**config.mk**
```make
export PLATFORM = sky130hd
export DESIGN_NAME = pipe_stage_fifo
export DESIGN_NICKNAME = d
export VERILOG_FILES = /design/src/rtl/pipe_stage_fifo.sv
export SDC_FILE = /design/constraint.sdc
export NUM_CORES = 1
export LEC_CHECK = 0
export CORE_MARGIN = 2
export CORE_UTILIZATION = 45
export DETAILED_ROUTE_END_ITERATION = 8
export GPL_ROUTABILITY_DRIVEN = 0
export PLACE_DENSITY = 0.86
export SLEW_MARGIN = 40
export SYNTH_ARGS = -nofsm -noshare
export SYNTH_HDL_FRONTEND = slang
export SYNTH_SLANG_ARGS = --single-unit
```
**constraint.sdc**
```tcl
create_clock -name clock -period 5.1 [get_ports clock]
set_input_delay 0.51 -clock clock [delete_from_list [all_inputs] [get_ports clock]]
set_output_delay 0.51 -clock clock [all_outputs]
set_load 0.1 [all_outputs]
```
**src/rtl/pipe_stage_fifo.sv**
```systemverilog
// -----------------------------------------------------------------------------
// pipe_stage_fifo
//
// Small elastic buffer placed between two pipeline stages. It holds up to DEPTH
// payload words and passes them on in arrival order. The buffer supports a
// flush for branch redirects. It also tracks the peak occupancy seen since
// reset or since the last hwm_clr.
//
// Ports
//   clock     : single clock; all state changes on its rising edge
//   reset     : asynchronous, active-low reset of all control state
//   in_valid  : upstream presents a word
//   in_data   : upstream payload (WIDTH bits)
//   in_ready  : buffer has room; depends only on registered occupancy
//   out_valid : head entry is valid
//   out_data  : head entry payload, driven from the storage registers
//   out_ready : downstream consumes the head entry this cycle
//   flush     : discard all held entries; overrides any push or pop
//   count     : current number of valid entries (CW bits)
//   hwm       : high-water mark of count (CW bits)
//   hwm_clr   : load hwm with the next count value
// -----------------------------------------------------------------------------
module pipe_stage_fifo #(
   parameter int WIDTH = 32,
   parameter int DEPTH = 2,
   parameter int CW    = $clog2(DEPTH + 1)
) (
   input  logic             clock,
   input  logic             reset,
   input  logic             in_valid,
   input  logic [WIDTH-1:0] in_data,
   output logic             in_ready,
   output logic             out_valid,
   output logic [WIDTH-1:0] out_data,
   input  logic             out_ready,
   input  logic             flush,
   output logic [CW-1:0]    count,
   output logic [CW-1:0]    hwm,
   input  logic             hwm_clr
);

   // A single-entry buffer still needs a 1-bit pointer; that pointer stays at 0.
   localparam int            PW       = (DEPTH > 1) ? $clog2(DEPTH) : 1;
   localparam logic [PW-1:0] LAST_IDX = PW'(DEPTH - 1);
   localparam logic [CW-1:0] FULL_CNT = CW'(DEPTH);

   logic [WIDTH-1:0] mem [DEPTH];
   logic [PW-1:0]    rd_ptr;
   logic [PW-1:0]    wr_ptr;
   logic [PW-1:0]    rd_ptr_next;
   logic [PW-1:0]    wr_ptr_next;
   logic [CW-1:0]    count_next;
   logic [CW-1:0]    hwm_next;
   logic             push;
   logic             pop;

   // Explicit wrap so that DEPTH does not have to be a power of two.
   function automatic logic [PW-1:0] wrap_inc(input logic [PW-1:0] p);
      return (p == LAST_IDX) ? '0 : p + PW'(1);
   endfunction

   // in_ready depends only on registered count. A pop cannot open a slot in
   // the same cycle, so a full buffer refuses a push even while it drains.
   assign in_ready  = (count < FULL_CNT);
   assign out_valid = (count != '0);
   assign out_data  = mem[rd_ptr];

   // A flush drops any word offered in the same cycle.
   assign push = in_valid & in_ready & ~flush;
   assign pop  = out_valid & out_ready & ~flush;

   always_comb begin
      rd_ptr_next = rd_ptr;
      wr_ptr_next = wr_ptr;
      count_next  = count;
      if (flush) begin
         rd_ptr_next = '0;
         wr_ptr_next = '0;
         count_next  = '0;
      end else begin
         if (push) wr_ptr_next = wrap_inc(wr_ptr);
         if (pop)  rd_ptr_next = wrap_inc(rd_ptr);
         case ({push, pop})
            2'b10:   count_next = count + CW'(1);
            2'b01:   count_next = count - CW'(1);
            default: count_next = count;
         endcase
      end
      // Clearing loads the post-edge count. Clear plus flush therefore
      // gives a high-water mark of 0.
      if (hwm_clr)
         hwm_next = count_next;
      else
         hwm_next = (count_next > hwm) ? count_next : hwm;
   end

   always_ff @(posedge clock or negedge reset) begin
      if (!reset) begin
         rd_ptr <= '0;
         wr_ptr <= '0;
         count  <= '0;
         hwm    <= '0;
      end else begin
         rd_ptr <= rd_ptr_next;
         wr_ptr <= wr_ptr_next;
         count  <= count_next;
         hwm    <= hwm_next;
      end
   end

   // Payload storage is not reset; the control state decides which entries
   // hold valid data.
   always_ff @(posedge clock) begin
      if (push) mem[wr_ptr] <= in_data;
   end

endmodule

```
==> Slide: Implementation Results <==
Run Summary

Timing
  • Fin crit period: 3.097 ns
  • Setup Viol. Count Final: 0
  • Setup TNS: 0 ns
  • Peak Freq: 0.3229 GHz
  • Max-slew violation count: 0

Die
  • Chip Width: 80.71 microns
  • Cell Rows: 27
  • Init Core Util: 47.21%
  • # IOs: 76
  • Die ar.: 6513 sq um

Worst setup path
  • Worst setup path startpoint: in_valid
  • Reg-to-Reg Start: count[0]
  • CP max stage cell: clkdlybuf4s50_1
  • WP buf/inv: 1
  • R2r setup slk: 2.10 ns
  • WS Path Type: in -> reg
  • Top Family by Delay on Critical Path: simple AND/OR/NAND/NOR gates
  • Critical Path Max Stage Delay: 0.45 ns
  • CP Cell Sequence: clkdlybuf4s50_1 > nor2b_1 > nand2b_1 > ha_1 > or3_1 > a21oi_2 > ha_1 > nor2b_1 > o21ai_0 > nand2b_1 > mux2_1
  • Terminus of the critical flop-to-flop path: hwm[1]

Drt
  • WL/cell: 15.87 microns
  • Met2 wire length: 2297 microns
  • Met3 wire len: 310 microns
  • DR iter-0 viols: 59
  • Highest metal used: met4
  • Met1 Routed Length: 2011 microns
  • Vias per cell: 4.953

Global route
  • Largest net degree at the start of global routing: 30
  • First-pass GRT wire length: 7155 microns
  • Initial antenna violation count: 0
  • Vias in the first global route: 1506
  • Overflow after GRT: 0

Logic synthesis
  • Yosys reg bits: 70
  • Cells after synthesis: 136
  • Syn_area_per_cell: 19.47 sq um
  • Unique cell type count in the Yosys netlist: 18
  • Synth async-reset ratio: 8.571%
  • YS chip area: 2648 sq um
  • Flip-flops with a built-in enable: 64
  • Ys Warns: 0
  • Top FF cell, synth: edfxtp_1
  • Syn Std Cell Area: 2648 sq um

Clock network
  • CTS Sinks: 70
  • Post-CTS resize count: 0
  • Hold-fix buffers, CTS: 0
  • Max clock buf depth: 2

Power
  • Total power: 1631 uW
  • Max IR drop VDD: 221.7 uV

Job
  • Max-cap viol count: 0
  • Total tool warning count: 26

Placement
  • Placed Area: 3332 sq um
  • PortBufs: 75

Final layout
  • Storage element area: 2072 sq um
  • Area growth syn-to-layout: 33.88%
  • ANT cells: 0

Min path
  • Hold Path Class: in -> async

Status
  • Outcome: complete, no violations
## worst max-delay path by stage
stage,slack (ns),cells past startpoint,to
6_report,2.00,11,hwm[1]
5_1_grt,1.85,11,hwm[1]
4_1_cts,2.04,11,hwm[1]
3_5_place_dp,1.69,11,hwm[1]
3_3_place_gp,1.83,11,hwm[1]
2_1_floorplan,1.49,11,hwm[1]
## kinds of logic after synthesis
logic type	Yosys count	share of synthesized area (%)
AND-OR/OR-AND	3	0.7090
XOR/XNOR	4	1.323
adder cells (fa/ha/maj)	3	1.418
buffers and inverters	8	1.276
flip-flops	70	78.26
multiplexers	34	14.46
AND/OR/NAND/NOR	14	2.552
## final cells by class
cell class              instances  area share (%)
clock buffers                   9           3.495
well taps                      72           2.541
repair buffers                 78           16.87
multi-input cells              58           15.71
flip-flops and latches         70           58.45
inverters                       4          0.4236
clock inverters                 7           2.506
## routing by layer
metal | vias to the layer above | track usage, %
met1 | 720 | 18.85
met4 | 0 | 8.136
met3 | 11 | 4.270
met2 | 60 | 23.92
li1 | 685 | -
met5 | - | 0
## report_power, final
group | switching [uW] | internal, uW
registers | 14.2 | 663
clock network | 200 | 272
logic | 374 | 108
## synth_stat cells (2+ instances only)
library cell and number:
nand2_1 2, xor2_1 2, dfrtp_1 6, ha_1 3, o21ai_0 2, nand2b_1 2
buf_2 3, nor2_1 6, nor2b_1 2, edfxtp_1 64, xnor2_1 2, mux2_2 33
inv_1 4
## per-stage QoR
| stage | setup WS, ns | hold slack, ns |
|---|---|---|
| finish | 2.003 | 0.4251 |
| global route | 1.848 | 0.4340 |
| CTS | 2.043 | 0.4149 |
| detailed placement | 1.687 | 0.5328 |
| global placement | 1.834 | 0.5039 |
| floorplan | 1.493 | 0.2144 |
## worst reg2reg max path, delay by kind of cell (launching register included)
family,cells,cell delay [ns]
AND-OR/OR-AND,2,0.40
adder cells (fa/ha/maj),2,0.61
flip-flops,1,0.42
multiplexers,1,0.33
AND/OR/NAND/NOR,6,1.14
## flip-flops by register name, summed over array words and instances, names as in the netlist
register	flops
hwm	2
rd_ptr	1
wr_ptr	1
mem	64
count	2
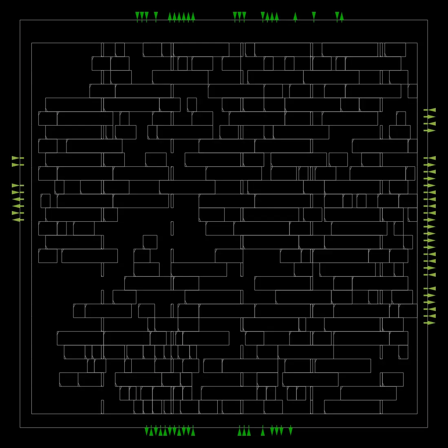
Figure 1: placement view.
post-route insts no fill: 298
Seq area share: 58.45%
Tap Count: 72
Placeable Area: 5608 sq um

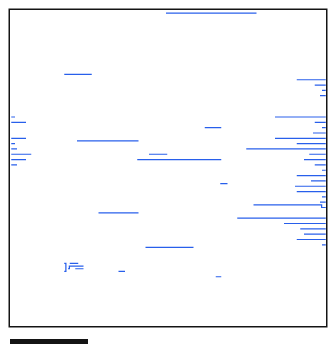
Figure 2: met3 routing.
Bar = 20 microns.
The longest straight run is 22.8 microns. The wires run mostly horizontal. The layer holds 6.6% of the routed length.

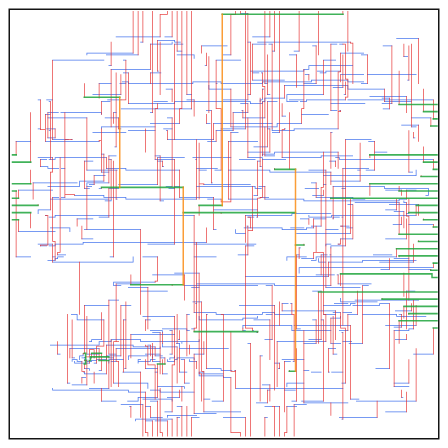
Figure 3: routed metal, one colour a layer.
Key: orange = metal 4 [wire length 110 microns]; red = metal 2 [wire length 2300 microns]; blue = metal 1 [wire length 2010 microns]; green = metal 3 [wire length 310 microns]
via count: 1476
Total GRT Usage: 15.09%

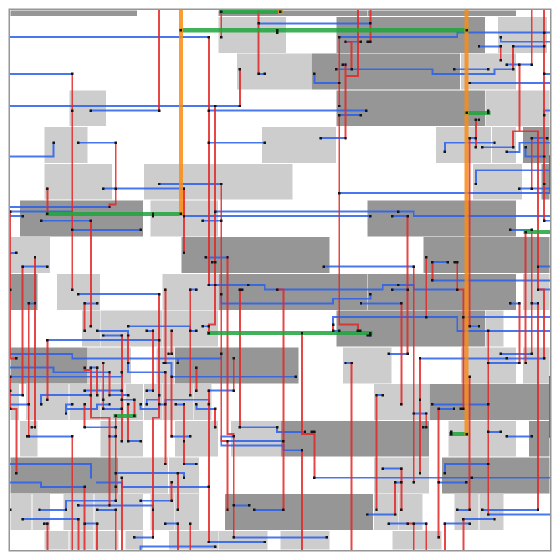
Figure 4: close-up of the layout.
Window x 20 to 60, y 4 to 44 microns. Cells in grey, sequential cells in the stronger grey; small squares are vias.
Key: orange = metal 4; red = metal 2; green = metal 3; blue = metal 1
Sequential cells in the window: 17. 77 logic cells have their middle in the window. Most frequent: edfxtp_1 (13), clkdlybuf4s50_1 (11), buf_2 (11). Netlist names of flops here include `mem` (13), `count` (2).

Power figures rest on the tool's default switching activity, not on a simulated workload.
